--- src/rtl/mg_cpa_pipe.sv ---
// Pipelined Kogge-Stone carry-propagate adder with valid/ready flow control.
// Optional signed-overflow output enabled by defining MG_CPA_OVF_EN.
module mg_cpa_pipe #(
  parameter int WIDTH  = 16,
  parameter int STAGES = 2
) (
  input  logic             clk,
  input  logic             rst_n,
  input  logic             in_valid,
  output logic             in_ready,
  input  logic [WIDTH-1:0] a,
  input  logic [WIDTH-1:0] b,
  input  logic             cin,
  output logic             out_valid,
  input  logic             out_ready,
  output logic [WIDTH-1:0] sum,
  output logic             cout
`ifdef MG_CPA_OVF_EN
  ,output logic            ovf
`endif
);

  localparam int L = $clog2(WIDTH);

  typedef struct packed {
    logic [WIDTH-1:0] g;
    logic [WIDTH-1:0] p;
  } gp_t;

  // Prefix level reached by register stage s.
  function automatic int lvl(input int s);
    return (s * L) / STAGES;
  endfunction

  function automatic gp_t ks_level(input gp_t x, input int k);
    gp_t y;
    int  d;
    d = 1 << (k - 1);
    y = x;
    for (int i = 0; i < WIDTH; i++) begin
      if (i >= d) begin
        y.g[i] = x.g[i] | (x.p[i] & x.g[i-d]);
        y.p[i] = x.p[i] & x.p[i-d];
      end
    end
    return y;
  endfunction

  // ---------------- flow control ----------------
  logic [STAGES:1] r_vld;
  logic [STAGES:0] w_vld_pipe;
  logic [STAGES:1] w_rdy;

  assign w_vld_pipe = {r_vld, in_valid};

  // A stage can load if any stage from it to the output is empty, or the
  // output is being drained; closed form avoids a self-referencing chain.
  for (genvar s = 1; s <= STAGES; s++) begin : g_rdy
    assign w_rdy[s] = out_ready | ~(&r_vld[STAGES:s]);
  end

  assign in_ready  = w_rdy[1];
  assign out_valid = r_vld[STAGES];

  always_ff @(posedge clk or negedge rst_n) begin
    if (!rst_n) begin
      r_vld <= '0;
    end else begin
      for (int s = 1; s <= STAGES; s++)
        if (w_rdy[s]) r_vld[s] <= w_vld_pipe[s-1];
    end
  end

  // ---------------- datapath ----------------
  // Index s holds the state leaving stage s; index 0 is the pre-processed input.
  logic [WIDTH-1:0] w_sg [STAGES];
  logic [WIDTH-1:0] w_sp [STAGES];
  logic [WIDTH-1:0] w_sb [STAGES];
  logic             w_sc [STAGES];
  logic [WIDTH-1:0] w_p0;

  assign w_p0    = a ^ b;
  assign w_sp[0] = w_p0;
  assign w_sb[0] = w_p0;
  assign w_sc[0] = cin;
  assign w_sg[0] = (a & b) | {{(WIDTH-1){1'b0}}, w_p0[0] & cin};

  for (genvar s = 1; s < STAGES; s++) begin : g_stg
    localparam int LO = lvl(s - 1);
    localparam int HI = lvl(s);
    gp_t              w_nx;
    logic [WIDTH-1:0] r_g, r_p, r_b;
    logic             r_c;

    always_comb begin
      w_nx = {w_sg[s-1], w_sp[s-1]};
      for (int k = LO + 1; k <= HI; k++) w_nx = ks_level(w_nx, k);
    end

    always_ff @(posedge clk or negedge rst_n) begin
      if (!rst_n) begin
        r_g <= '0;
        r_p <= '0;
        r_b <= '0;
        r_c <= 1'b0;
      end else if (w_rdy[s] && w_vld_pipe[s-1]) begin
        r_g <= w_nx.g;
        r_p <= w_nx.p;
        r_b <= w_sb[s-1];
        r_c <= w_sc[s-1];
      end
    end

    assign w_sg[s] = r_g;
    assign w_sp[s] = r_p;
    assign w_sb[s] = r_b;
    assign w_sc[s] = r_c;
  end

  // Output stage: remaining prefix levels, sum XOR, and result registers.
  localparam int FLO = lvl(STAGES - 1);
  gp_t              w_fx;
  logic [WIDTH-1:0] w_G;
  logic [WIDTH-1:0] w_sum;
  logic [WIDTH-1:0] r_sum;
  logic             r_cout;

  always_comb begin
    w_fx = {w_sg[STAGES-1], w_sp[STAGES-1]};
    for (int k = FLO + 1; k <= L; k++) w_fx = ks_level(w_fx, k);
  end

  assign w_G   = w_fx.g;
  assign w_sum = w_sb[STAGES-1] ^ {w_G[WIDTH-2:0], w_sc[STAGES-1]};

  always_ff @(posedge clk or negedge rst_n) begin
    if (!rst_n) begin
      r_sum  <= '0;
      r_cout <= 1'b0;
    end else if (w_rdy[STAGES] && w_vld_pipe[STAGES-1]) begin
      r_sum  <= w_sum;
      r_cout <= w_G[WIDTH-1];
    end
  end

  assign sum  = r_sum;
  assign cout = r_cout;

`ifdef MG_CPA_OVF_EN
  // Carry into the MSB differs from carry out of it.
  logic r_ovf;
  always_ff @(posedge clk or negedge rst_n) begin
    if (!rst_n)                                    r_ovf <= 1'b0;
    else if (w_rdy[STAGES] && w_vld_pipe[STAGES-1]) r_ovf <= w_G[WIDTH-1] ^ w_G[WIDTH-2];
  end
  assign ovf = r_ovf;
`endif

endmodule

--- config.mk ---
export PLATFORM = sky130hd
export DESIGN_NAME = mg_cpa_pipe
export DESIGN_NICKNAME = d
export VERILOG_FILES = /design/src/rtl/mg_cpa_pipe.sv
export SDC_FILE = /design/constraint.sdc
export NUM_CORES = 1
export LEC_CHECK = 0
export CAP_MARGIN = 5
export CORE_MARGIN = 2
export CORE_UTILIZATION = 52
export CTS_BUF_LIST = sky130_fd_sc_hd__clkbuf_8 sky130_fd_sc_hd__clkbuf_16
export CTS_CLUSTER_DIAMETER = 80
export DETAILED_ROUTE_END_ITERATION = 8
export GPL_TIMING_DRIVEN = 0
export PLACE_DENSITY = 0.8
export SETUP_SLACK_MARGIN = 0.05
export SYNTH_ARGS = -nofsm -noshare
export SYNTH_HDL_FRONTEND = slang
export SYNTH_SLANG_ARGS = --single-unit
--- constraint.sdc ---
create_clock -name clk -period 1.26 [get_ports clk]
set_input_delay 0.252 -clock clk [delete_from_list [all_inputs] [get_ports clk]]
set_output_delay 0.252 -clock clk [all_outputs]
set_load 0.02 [all_outputs]
run_1/drive_strength.png
Scale: 3 px per µm.
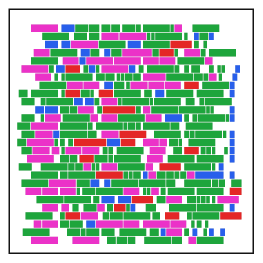
legend:
  red:
    size: drive 6 and up
    cells: 20
    share: 5.7%
  green:
    size: drive 1 or less
    cells: 216
    share: 61%
  blue:
    size: drive 2
    cells: 46
    share: 13%
  magenta:
    size: drive 3 to 4
    cells: 71
    share: 20%
Layout Area Growth over Synthesis: 47.2%
Non-CTS buffers: 78
Setup WS post-layout: -126 ps
Final Cell Area: 4520 µm²

run_1/final_placement.png
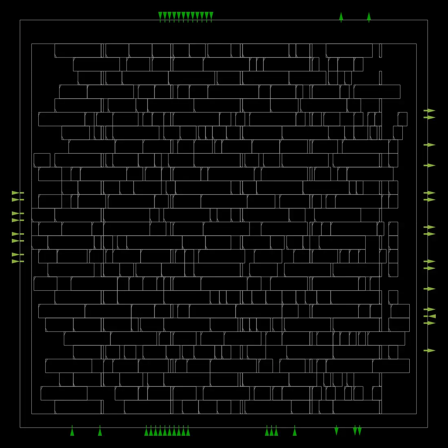
flop share of the area: 35.4%
flip-flops: 64

run_1/wire_density.png
Scale: 4 px per µm. 16 x 16 tiles, from dark purple (low) to yellow (high), scaled to the fullest tile. Values are wire area over tile area, all layers added.
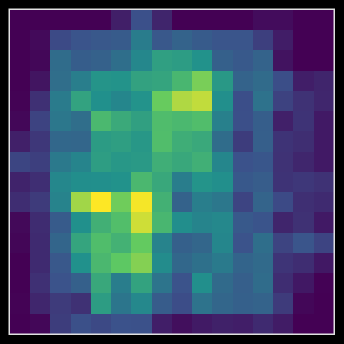
mean over tiles: 0.24
emptiest ninth of the die: north-east
nearly empty tiles: 13%
tiles over half the peak: 22%
densest ninth of the die: center
GR Util All Layers: 27.4%
routed len/inst: 22.1 µm
wirelength, routed: 9.40 mm
routed via count: 2,574

[run 1: worst reg2reg max path, cell delays in order (launching register included)]
cell and delay (ps):
dfrtp_2 430, nand3b_4 130, nand2_8 110, buf_4 250
a211oi_2 240, nor2_1 70
[run 1: through the flow]
stage	worst slack, ps	cells	power (W)	util (%)	hold slack [ps]
floorplan	-33.0	268	0.00390	-	-43.6
global placement	-2340	395	0.00469	67.5	464
detailed placement	-567	395	0.00476	67.5	382
CTS	-32.9	420	0.00671	75.6	10.2
global route	-106	425	0.00734	80.7	31.0
finish	-126	425	0.00705	80.7	-8.68
[run 1: per-layer routing]
layer  part of all wire (%)  vias to the layer above  global-route usage (%)
li1                       -                     1119                       -
met1                     39                     1274                    35.2
met2                     50                      143                    44.9
met3                    6.8                       38                    5.67
met4                    3.6                        0                    12.5
met5                      0                        -                       0
[run 1: cell usage after synthesis, drive strengths merged]
master   count  area [µm²]
nand3        1        5.00
nand3b       1        20.0
a211oi       2        15.0
nand4        5        31.3
mux2        30         338
a21o        10        75.1
nand2b       3        18.8
o21ai       32         160
clkbuf       1        5.00
nand2       43         169
ha          16         200
dfrtp       64        1600
a31oi        1        6.26
a31o         3        26.3
nor2         3        11.3
xor2         4        35.0
a21oi       18        93.8
a2111oi      1        27.5
buf          8        61.3
o31ai        8        60.1
xnor2       12         105
inv          2        7.51
[run 1: flip-flops by register name, indices dropped and copies added (netlist names)]
signal	count
g_stg.r_b	15
g_stg.r_c	1
g_stg.r_g	16
cout	1
g_stg.r_p	13
r_vld	2
sum	16
[run 1: kinds of logic (layout without fill, tap and decap cells)]
kind of cell               count (synthesis)  in the layout
muxes                                     30             30
adders and majority gates                 16             16
and+or+nand+nor                           56             56
buffers and inverters                     11             96
xor gates and xnor gates                  16             16
AOI/OAI and AO/OA                         75             75
DFF                                       64             64
[run 1: timing repair]
action | CTS | global route
resized | 136 | 60
cloned | 0 | 2
endpoints found under the setup margin | 63 | 62
hold endpoints to repair | 0 | 0
pin swaps | 20 | 11
buffers inserted | 9 | 3
[run 1: how the worst max path moves through the flow]
stage | slack [ps] | startpoint | to
3_5_place_dp | -570 | a[5] | g_stg[1].r_g[7]$_DFFE_PN0P_
3_3_place_gp | -2340 | rst_n | r_vld[2]$_DFFE_PN0N_
6_report | -130 | in_valid | g_stg[1].r_g[2]$_DFFE_PN0P_
5_1_grt | -110 | g_stg[1].r_g[3]$_DFFE_PN0P_ | sum[12]$_DFFE_PN0P_
4_1_cts | -30 | r_vld[1]$_DFFE_PN0N_ | g_stg[1].r_b[5]$_DFFE_PN0P_
2_1_floorplan | -30 | r_vld[2]$_DFFE_PN0N_ | g_stg[1].r_b[1]$_DFFE_PN0P_
[run 1: layout by cell type (no fill, tap or decap), types with 3 or more instances in the layout]
cell and count:
buf_12 3, a21oi_1 4, buf_4 15, buf_2 20, dfrtp_1 63, clkdlybuf4s50_1 9
a21oi_2 7, a31o_2 3, nand4_1 5, a21o_1 10, inv_1 5, xnor2_1 11
nand2_2 5, clkbuf_8 10, o21ai_1 8, a21oi_4 7, ha_4 15, nand2_1 37
dlymetal6s2s_1 16, o31ai_2 5, dlygate4sd2_1 10, nand2b_1 3, mux2_4 30, o21ai_0 24
xor2_1 4
==> results.toml, run 1 <==
# synthesis and place-and-route metrics
[run_status]
status = "finished with violations"
violations = "negative hold slack, negative setup slack"

[logic_synthesis]
yosysChipArea_um2 = 3070
ys_sh_xor_pct = 4.56
syn_avg_cell_area_um2 = 11.5
synth_area_um2 = 3070
aoi_share_pct = 15.1
ys_sh_simple_pct = 8.31
synth-adder-area-share_pct = 6.51
ys_ff = 64
synthesis.nets = 321
yosys_warnings = 0

[finish]
nFillCells = 298
dominant-cell-class = "logic gates"
antenna_cells = 0
clkbuf_count = 10
logic_area_um2 = 1880
seq_area_um2 = 1600
comb-cell-share_pct = 41.5
drive_gt1_share_pct = 38.8
nMultiInputCombCells = 193
buf_share_pct = 16.2

[detailed_routing]
first_iter_violations = 207
viasPerCell = 6.06
antenna_left = 0

[clocking]
cts.sinks = 64
cts_root_buffer = "clkbuf_8"
cts_tree = "yes"

[critical_path]
critPathMaxStageDelay_ps = 640
cp_top_family = "buffers and inverters"
cp.required_ps = 1490
worst-r2r-setup-slack_ps = -80

[final_timing]
finalHoldViolCount = 8
holdWs_ps = -8.68
finClkSkew_ps = 8.56
layout_setup_ws_ps = -126
slew_headroom_pct = 46.4
post-route-min-period_ps = 1390
fmax_mhz = 722
setup-violations-final = 47

[global_route]
antenna_found_initial = 0
grt_pass1_wl_mm = 13.0
grt-ovfl-total = 0
grt_pass1_vias = 2560

[die]
taps = 72
dieHeight_um = 80.9
dieWidth_um = 80.9

[power]
pg_clk_w = 0.00196
vdd_drop_max_uv = 1040
p_leak_nw = 2.18
p_comb_share_pct = 32.9
p_seq_w = 0.00277
internal_power_w = 0.00476
power.group.top = "sequential cells"
switchingPower_w = 0.00229
pg_comb_w = 0.00232

[worst_hold_path]
hp-class = "input port to async pin"

[placed_design]
placed_cell_area_um2 = 3780
place.gp.congestion = 0.859
port_buffers = 55
==> run 2: changes to the inputs <==
- CORE_UTILIZATION: 52 -> 60
- DONT_BUFFER_PORTS: default -> 1
- PLACE_DENSITY: 0.8 -> 0.77
- TNS_END_PERCENT: default -> 50
==> run 2 against run 1 <==
Net effect: the flow still finishes with violations (negative hold slack, negative setup slack); area after synthesis stayed put; first-iteration DRC count decreased by 58%; clock skew barely moved; global-route usage fell by 2.3 points; via count down 18%; largest power group unchanged.
==> results.toml, run 2 <==
# synthesis and place-and-route metrics
[run_status]
status = "finished with violations"
violations = "negative hold slack, negative setup slack"

[detailed_routing]
antenna_left = 0
avgRoutedWirePerCell_um = 19.0
num_vias = 2119
first_iter_violations = 87
viasPerCell = 5.95
wirelength_mm = 6.75

[logic_synthesis]
synth_area_um2 = 3070
edf_count = 0
top_cell = "dfrtp_1"
aoi_share_pct = 15.1
flop_cell = "dfrtp_1"
async_reset_ff_share_pct = 100
top_area_cell = "dfrtp_1"
synthTopCellsByArea = "dfrtp_1 52%, mux2_2 11%, ha_1 6.5%, o21ai_0 5.2%, nand2_1 5.1%"
synth_top_area_share_pct = 52.1
ys_sh_xor_pct = 4.56
yosysChipArea_um2 = 3070
synthesis.nets = 321
netlist_logic_family_top = "AND-OR/OR-AND gates"
synth-adder-area-share_pct = 6.51
yosys_warnings = 0
ys_sh_simple_pct = 8.31
ys_top_cells_by_count = "64 x dfrtp_1, 42 x nand2_1, 32 x o21ai_0"
ys_ff = 64
syn_avg_cell_area_um2 = 11.5

[final_timing]
holdWs_ps = -401
worst_pin_slew_ps = 266
finClkSkew_ps = 8.80
finalHoldViolCount = 64
post-route-min-period_ps = 1420
setup-violations-final = 49
layout_setup_ws_ps = -164
fmax_mhz = 702

[die]
dieHeight_um = 75.6
row_count = 26
dieWidth_um = 75.6

[power]
vdd_drop_max_uv = 899
p_leak_nw = 1.67
p_total_w = 0.00632

[critical_path]
worst-r2r-setup-slack_ps = -160
startpoint = "r_vld[2]$_DFFE_PN0N_"
cp.required_ps = 1480

[finish]
utilization_pct = 71.8
logic_area_um2 = 1550
mostFrequentLayoutCells = "63 x dfrtp_1, 41 x nand2_1, 26 x o21ai_0, 21 x mux2_4, 16 x ha_1"
syn2layout_area_growth_pct = 17.0
nFillCells = 379
final_common_cell = "dfrtp_1"
antenna_cells = 0
seq_area_um2 = 1600
drive_gt1_share_pct = 26.9

[global_route]
grt_pass1_wl_mm = 10.4
antenna_found_initial = 0
grt_pass1_vias = 2042
grt-ovfl-total = 0
grt_usage_pct = 25.2
grt_max_degree = 65

[placed_design]
place.gp.congestion = 0.793
port_buffers = 0

[clocking]
cts.sinks = 64
cts_buffers = 9
cts_tree = "yes"
cts_root_buffer = "clkbuf_8"

[worst_hold_path]
hp-class = "input port to async pin"
-- run 2: power breakdown --
part	internal (W)	total [W]	switching (W)
logic	0.000687	0.00129	0.000608
registers	0.00249	0.00306	0.000573
clock network	0.00116	0.00197	0.000808
total	0.00433	0.00632	0.00199
-- run 2: worst max path at each step --
stage / endpoint / slack, ps / cells past startpoint
floorplan: g_stg[1].r_b[1]$_DFFE_PN0P_ / -30 / 4
global placement: g_stg[1].r_g[2]$_DFFE_PN0P_ / -180 / 5
detailed placement: g_stg[1].r_g[2]$_DFFE_PN0P_ / -190 / 5
CTS: g_stg[1].r_b[5]$_DFFE_PN0P_ / -170 / 4
global route: g_stg[1].r_g[8]$_DFFE_PN0P_ / -200 / 4
finish: g_stg[1].r_g[8]$_DFFE_PN0P_ / -160 / 4
-- run 2: area by class of cell --
class / instances / area share [%]
clock inverter: 6 / 2.30
buffer: 9 / 3.10
sequential: 64 / 44.6
clock buffer: 10 / 3.83
multi-input combinational: 193 / 43.1
inverter: 2 / 0.209
tap: 70 / 2.44
timing repair buffer: 2 / 0.418
-- run 2: cell families (layout without fill, tap and decap cells) --
group | after synthesis | in the layout
flip-flops | 64 | 64
adder cells (fa/ha/maj) | 16 | 16
buffers and inverters | 11 | 29
AND/OR/NAND/NOR | 56 | 56
XOR/XNOR | 16 | 16
AND-OR/OR-AND | 75 | 75
multiplexers | 30 | 30
-- run 2: critical path, stage by stage (launching register included) --
cell and delay [ps]:
dfrtp_2 470, nand3b_4 190, nand2_8 160, buf_12 150, mux2_2 340
-- run 2: metrics by stage --
step / hold slack [ps] / setup WS (ps) / std cells / cell area [µm²]
global placement: -41.9 / -175 / 338 / 3200
CTS: -404 / -171 / 356 / 3470
finish: -401 / -164 / 356 / 3590
global route: -415 / -202 / 356 / 3590
floorplan: -43.6 / -33.0 / 268 / 3110
detailed placement: -41.9 / -191 / 338 / 3200
-- run 2: timing repair --
item,4_1_cts,5_1_grt
pin swaps,10,3
buffers inserted,2,0
setup endpoints to repair,63,63
hold endpoints to repair,64,64
gates resized,11,33
-- run 2: layer usage --
metal	vias to the layer above	GRT usage, %	part of all wire [%]
met5	-	0	0
met4	0	11.1	1.8
met3	12	3.97	4.6
met2	71	39.8	49
met1	1041	34.6	45
li1	995	-	-
run_2/zoom.png
Window x 13 to 63, y 26 to 76 µm. Cells in gray, sequential cells in the stronger gray; small squares are vias.
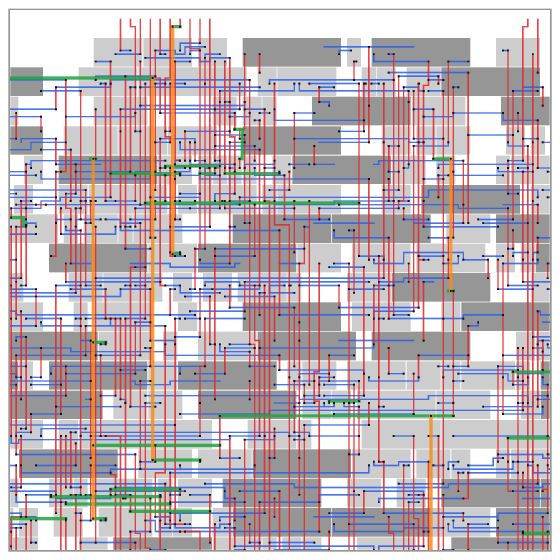
legend:
  green:
    layer: met3
  red:
    layer: met2
  blue:
    layer: met1
  orange:
    layer: met4
cells with their middle in the window: 157
sequential cells in the window: 30
netlist names of flops here include: g_stg.r_p (10), g_stg.r_b (9), g_stg.r_g (6)
most frequent: dfrtp_1 (30), nand2_1 (26), o21ai_0 (14)

run_2/drive_strength.png
Scale: 4 px per µm.
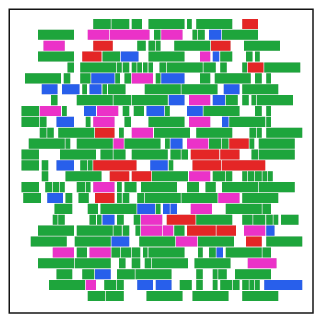
legend:
  magenta:
    size: drive 3 to 4
    cells: 27
    share: 9.4%
  green:
    size: drive 1 or less
    cells: 209
    share: 73%
  blue:
    size: drive 2
    cells: 31
    share: 11%
  red:
    size: drive 6 and up
    cells: 19
    share: 6.6%

Power figures rest on the tool's default switching activity, not on a simulated workload.
